==> src/rtl/conv_core_ctrl.sv <==
// Row sequencer for the 3x3 convolution PE array: fetches three input rows per
// output row, waits for the array pipeline, then hands the 14 sums downstream.
module conv_core_ctrl #(
  parameter int ROW_AW   = 8,
  parameter int CORE_LAT = 2
) (
  input  logic              clk,
  input  logic              rstn,
  input  logic              start,
  input  logic [ROW_AW-1:0] cfg_rows,
  output logic              busy,
  output logic              done,
  output logic              row_rd_en,
  output logic [ROW_AW-1:0] row_rd_addr,
  output logic [1:0]        filt_sel,
  output logic              core_en,
  output logic              core_clr,
  output logic              out_valid,
  input  logic              out_ready,
  output logic [ROW_AW-1:0] out_row
);

  typedef enum logic [2:0] {
    S_IDLE,
    S_FETCH,
    S_DRAIN,
    S_OUT,
    S_DONE
  } state_t;

  localparam int DW = $clog2(CORE_LAT + 1) + 1;

  state_t            state_reg, state_next;
  logic [ROW_AW-1:0] row_reg;
  logic [ROW_AW-1:0] rows_reg;
  logic [1:0]        k_reg;
  logic [DW-1:0]     drain_reg;
  logic              en_d_reg;
  logic              clr_d_reg;
  logic [1:0]        filt_d_reg;

  logic cfg_ok;
  logic last_row;
  logic drain_done;

  assign cfg_ok     = (cfg_rows >= ROW_AW'(3));
  // Only meaningful while rows_reg >= 3, which holds whenever we are in OUT.
  assign last_row   = (row_reg == rows_reg - ROW_AW'(3));
  assign drain_done = (drain_reg == DW'(CORE_LAT));

  always_ff @(posedge clk or negedge rstn) begin
    if (!rstn) state_reg <= S_IDLE;
    else       state_reg <= state_next;
  end

  always_comb begin
    state_next = state_reg;
    case (state_reg)
      S_IDLE:  if (start) state_next = cfg_ok ? S_FETCH : S_DONE;
      S_FETCH: if (k_reg == 2'd2) state_next = S_DRAIN;
      S_DRAIN: if (drain_done) state_next = S_OUT;
      S_OUT:   if (out_ready) state_next = last_row ? S_DONE : S_FETCH;
      S_DONE:  state_next = S_IDLE;
      default: state_next = S_IDLE;
    endcase
  end

  always_comb begin
    busy        = 1'b0;
    done        = 1'b0;
    row_rd_en   = 1'b0;
    row_rd_addr = '0;
    out_valid   = 1'b0;
    out_row     = '0;
    core_en     = en_d_reg;
    core_clr    = clr_d_reg;
    filt_sel    = filt_d_reg;
    case (state_reg)
      S_FETCH: begin
        busy        = 1'b1;
        row_rd_en   = 1'b1;
        row_rd_addr = row_reg + ROW_AW'(k_reg);
      end
      S_DRAIN: busy = 1'b1;
      S_OUT: begin
        busy      = 1'b1;
        out_valid = 1'b1;
        out_row   = row_reg;
      end
      S_DONE:  done = 1'b1;
      default: ;
    endcase
  end

  always_ff @(posedge clk or negedge rstn) begin
    if (!rstn) begin
      row_reg   <= '0;
      rows_reg  <= '0;
      k_reg     <= '0;
      drain_reg <= '0;
    end else begin
      case (state_reg)
        S_IDLE: if (start) begin
          rows_reg <= cfg_rows;
          row_reg  <= '0;
          k_reg    <= '0;
        end
        S_FETCH: k_reg <= (k_reg == 2'd2) ? 2'd0 : k_reg + 2'd1;
        S_DRAIN: drain_reg <= drain_done ? '0 : drain_reg + DW'(1);
        S_OUT:   if (out_ready && !last_row) row_reg <= row_reg + ROW_AW'(1);
        default: ;
      endcase
    end
  end

  // Read data lands one cycle after the strobe, so beats trail the fetch by one.
  always_ff @(posedge clk or negedge rstn) begin
    if (!rstn) begin
      en_d_reg   <= 1'b0;
      clr_d_reg  <= 1'b0;
      filt_d_reg <= '0;
    end else begin
      en_d_reg   <= row_rd_en;
      clr_d_reg  <= row_rd_en && (k_reg == 2'd0);
      filt_d_reg <= row_rd_en ? k_reg : 2'd0;
    end
  end

endmodule

==> config.mk <==
export PLATFORM = sky130hd
export DESIGN_NAME = conv_core_ctrl
export DESIGN_NICKNAME = d
export VERILOG_FILES = /design/src/rtl/conv_core_ctrl.sv
export SDC_FILE = /design/constraint.sdc
export NUM_CORES = 1
export LEC_CHECK = 0
export CAP_MARGIN = 20
export CORE_ASPECT_RATIO = 1.4
export CORE_MARGIN = 2
export CORE_UTILIZATION = 25
export DETAILED_ROUTE_END_ITERATION = 7
export PLACE_DENSITY_LB_ADDON = 0.25
export RECOVER_POWER = 50
export SYNTH_ARGS = -nofsm -noshare
export SYNTH_HDL_FRONTEND = slang
export SYNTH_SLANG_ARGS = --single-unit
==> constraint.sdc <==
create_clock -name clk -period 2.7 [get_ports clk]
set_clock_uncertainty 0.1 [all_clocks]
set_input_delay 0.81 -clock clk [delete_from_list [all_inputs] [get_ports clk]]
set_output_delay 0.81 -clock clk [all_outputs]
set_load 0.005 [all_outputs]
run_1/layers.png
Drawn at 6 px/um. Only two layers are drawn.
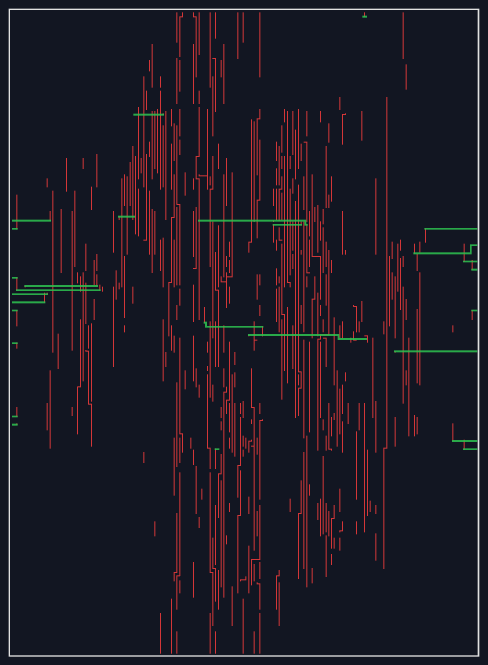
legend:
  red:
    layer: M2
    wire_length: 2740 um
  green:
    layer: M3
    wire_length: 152 um

run_1/floorplan.png
Drawn at 4 px/um. Pins as bars on the die edge.
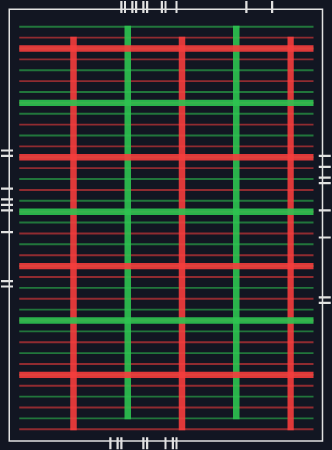
legend:
  green:
    net: VDD
  red:
    net: VSS
met5 straps: 7
met4 straps: 5
signal pins: 36
rows: 37

==> impl_results.rst, run 1 <==
Metrics
=======

.. list-table::
   :header-rows: 1

   * - Metric
     - Value
   * - Minimum setup slack in the final design
     - -0.02145 ns
   * - Highest ir drop seen on vdd
     - 0.4080 mV
   * - Start-to-end type of the worst setup path
     - register to primary output
   * - Row count
     - 37
   * - Proportion of power drawn by flip-flops and latches
     - 29.9%
   * - First-pass GRT wire length
     - 8.618 mm
   * - Result of the run
     - complete, but fails checks
   * - CP Max Fanout
     - 3
   * - Fin util
     - 36.69%
   * - Number of vias per cell
     - 4.751
   * - Destination of the worst register-to-register timing path
     - row_reg[5]$_DFFE_PN0P_
   * - Global placer's final weighted congestion
     - 0.8121
   * - Switching power share of the total
     - 38.28%
   * - R2R depth
     - 7
   * - Area taken by multi-input logic gates
     - 0.001177 mm^2
   * - Total setup violations reported at the end of the flow
     - 2
   * - Source of the worst register-to-register timing path
     - rows_reg[0]$_DFFE_PN0P_
   * - Net count after synthesis
     - 210
   * - Rel. slew slack
     - 48.72%
   * - Worst setup startpoint
     - row_reg[1]$_DFFE_PN0P_
   * - Avg WL per Cell
     - 14.46 um
   * - Post_cts resized
     - 25
   * - Height of the die
     - 107.5 um
   * - Switch Pwr
     - 909.6 uW
   * - Violated checks
     - negative setup slack
   * - Non-filler cells in the finished layout
     - 358
   * - Top achievable clock speed
     - 367.5 MHz
   * - Fraction of synthesis flops using an asynchronous set or reset pin
     - 100.0%
   * - Mean Syn Cell Area
     - 9.919 um^2
   * - Leftover overflow at the end of global routing
     - 0
run_1/congestion_map.png
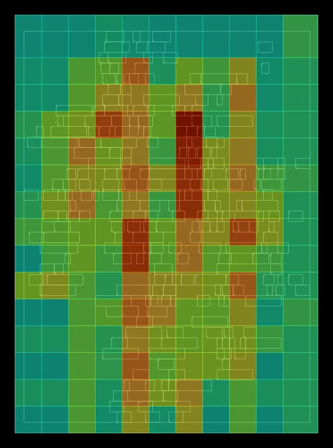
met2 Resource Use GR: 23.83%
global routing usage on met1: 15.61%
layer with the highest usage: met2

==> run 1: cells by family (layout without fill, tap and decap cells) <==
| kind of cell | count (synthesis) | count (layout) | share of synthesized area, % |
|---|---|---|---|
| compound gates | 29 | 29 | 12.94 |
| flops | 28 | 28 | 36.60 |
| xor+xnor | 19 | 19 | 9.673 |
| mux | 11 | 11 | 6.471 |
| buf+inv | 14 | 82 | 5.555 |
| fa+ha+maj | 5 | 5 | 3.660 |
| simple gates | 87 | 87 | 25.10 |
==> run 1: layer usage <==
layer,part of all wire (%),routed length [um]
met1,42,2196
met2,53,2739
met3,2.9,151
met4,1.8,91
met5,0,0
run_1/util_map.png
Drawn at 2 px/um. 8 x 11 tiles, from white (low) to dark blue (high), 0 to 100% covered.
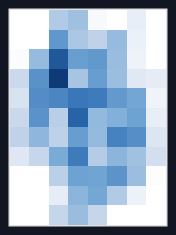

==> run 1 -> run 2 <==
- CORE_MARGIN: 2 -> 3
- RECOVER_POWER: 50 -> unset
run_2/util_map.png
Drawn at 2 px/um. 8 x 11 tiles, from white (low) to dark blue (high), 0 to 100% covered.
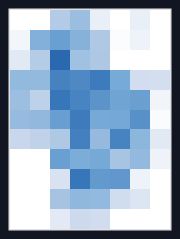
densest ninth of the die: middle
tiles over 75% full: 1.1%
nearly empty tiles: 25%
fullest tile: 77%
mean over tiles: 29%

==> run 2 against run 1 <==
Net effect:
- the flow now finishes without violations
- die area up 4.5%
- first-iteration DRC count down 36%
- clock power about the same
- final cell count down 2.2%
- highest routed layer unchanged
==> impl_results.rst, run 2 <==
Metrics
=======

.. list-table::
   :header-rows: 1

   * - Metric
     - Value
   * - Worst setup startpoint
     - row_reg[1]$_DFFE_PN0P_
   * - Height of the die
     - 109.5 um
   * - R2R depth
     - 7
   * - Minimum setup slack in the final design
     - 0.04959 ns
   * - Post_cts resized
     - 27
   * - Highest ir drop seen on vdd
     - 0.3501 mV
   * - Top layer reached by signal wires
     - met4
   * - Fraction of synthesis flops using an asynchronous set or reset pin
     - 100.0%
   * - Layer with the highest usage
     - met2
   * - Fin util
     - 36.37%
   * - Result of the run
     - finished clean
   * - Destination of the worst register-to-register timing path
     - row_reg[5]$_DFFE_PN0P_
   * - CP Max Fanout
     - 2
   * - Met2 Resource Use GR
     - 22.04%
   * - First-pass GRT wire length
     - 8.487 mm
   * - WL met1
     - 2.149 mm
   * - Start-to-end type of the worst setup path
     - register to primary output
   * - Length of routed met2 wiring
     - 2.721 mm
   * - Area taken by multi-input logic gates
     - 0.001202 mm^2
   * - Total setup violations reported at the end of the flow
     - 0
   * - Source of the worst register-to-register timing path
     - rows_reg[0]$_DFFE_PN0P_
   * - Switch Pwr
     - 896.0 uW
   * - Rel. slew slack
     - 65.94%
   * - Avg WL per Cell
     - 14.37 um
   * - Switching power share of the total
     - 38.07%
   * - Global placer's final weighted congestion
     - 0.8285
run_2/clock_wires.png
Drawn at 4 px/um.
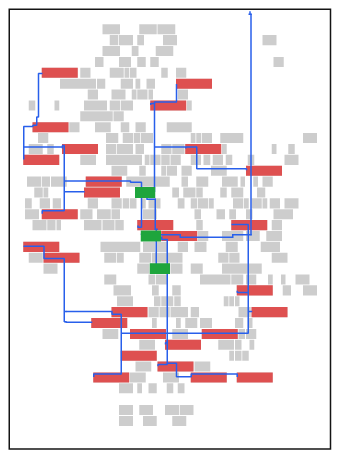
legend:
  blue:
    item: clock wires
    length: 473 um
  red:
    item: flip-flops
    count: 28
  green:
    item: clock-net drivers
    count: 3
routed clock nets: 4

run 2: netlist changes by cell type in the layout (fill, tap and decap cells not counted), moves of 2 or more:
| cell | delta |
|---|---|
| sky130_fd_sc_hd__buf_4 | -5 |
| sky130_fd_sc_hd__dlygate4sd3_1 | -2 |
| sky130_fd_sc_hd__clkbuf_1 | -3 |
| sky130_fd_sc_hd__clkdlybuf4s50_1 | +2 |
run 2: logic make-up after synthesis:
group           synth area share (%)
buf+inv                        5.555
simple gates                   25.10
fa+ha+maj                      3.660
xor+xnor                       9.673
flops                          36.60
compound gates                 12.94
mux                            6.471
run 2: worst register-to-register path, delay by kind of cell, from the launching register on:
kind	cells	cell delay (ns)
simple gates	4	0.99
flops	1	0.46
xor+xnor	1	0.44
fa+ha+maj	1	0.28
compound gates	1	0.17
Power is estimated from default activity; no workload was simulated.
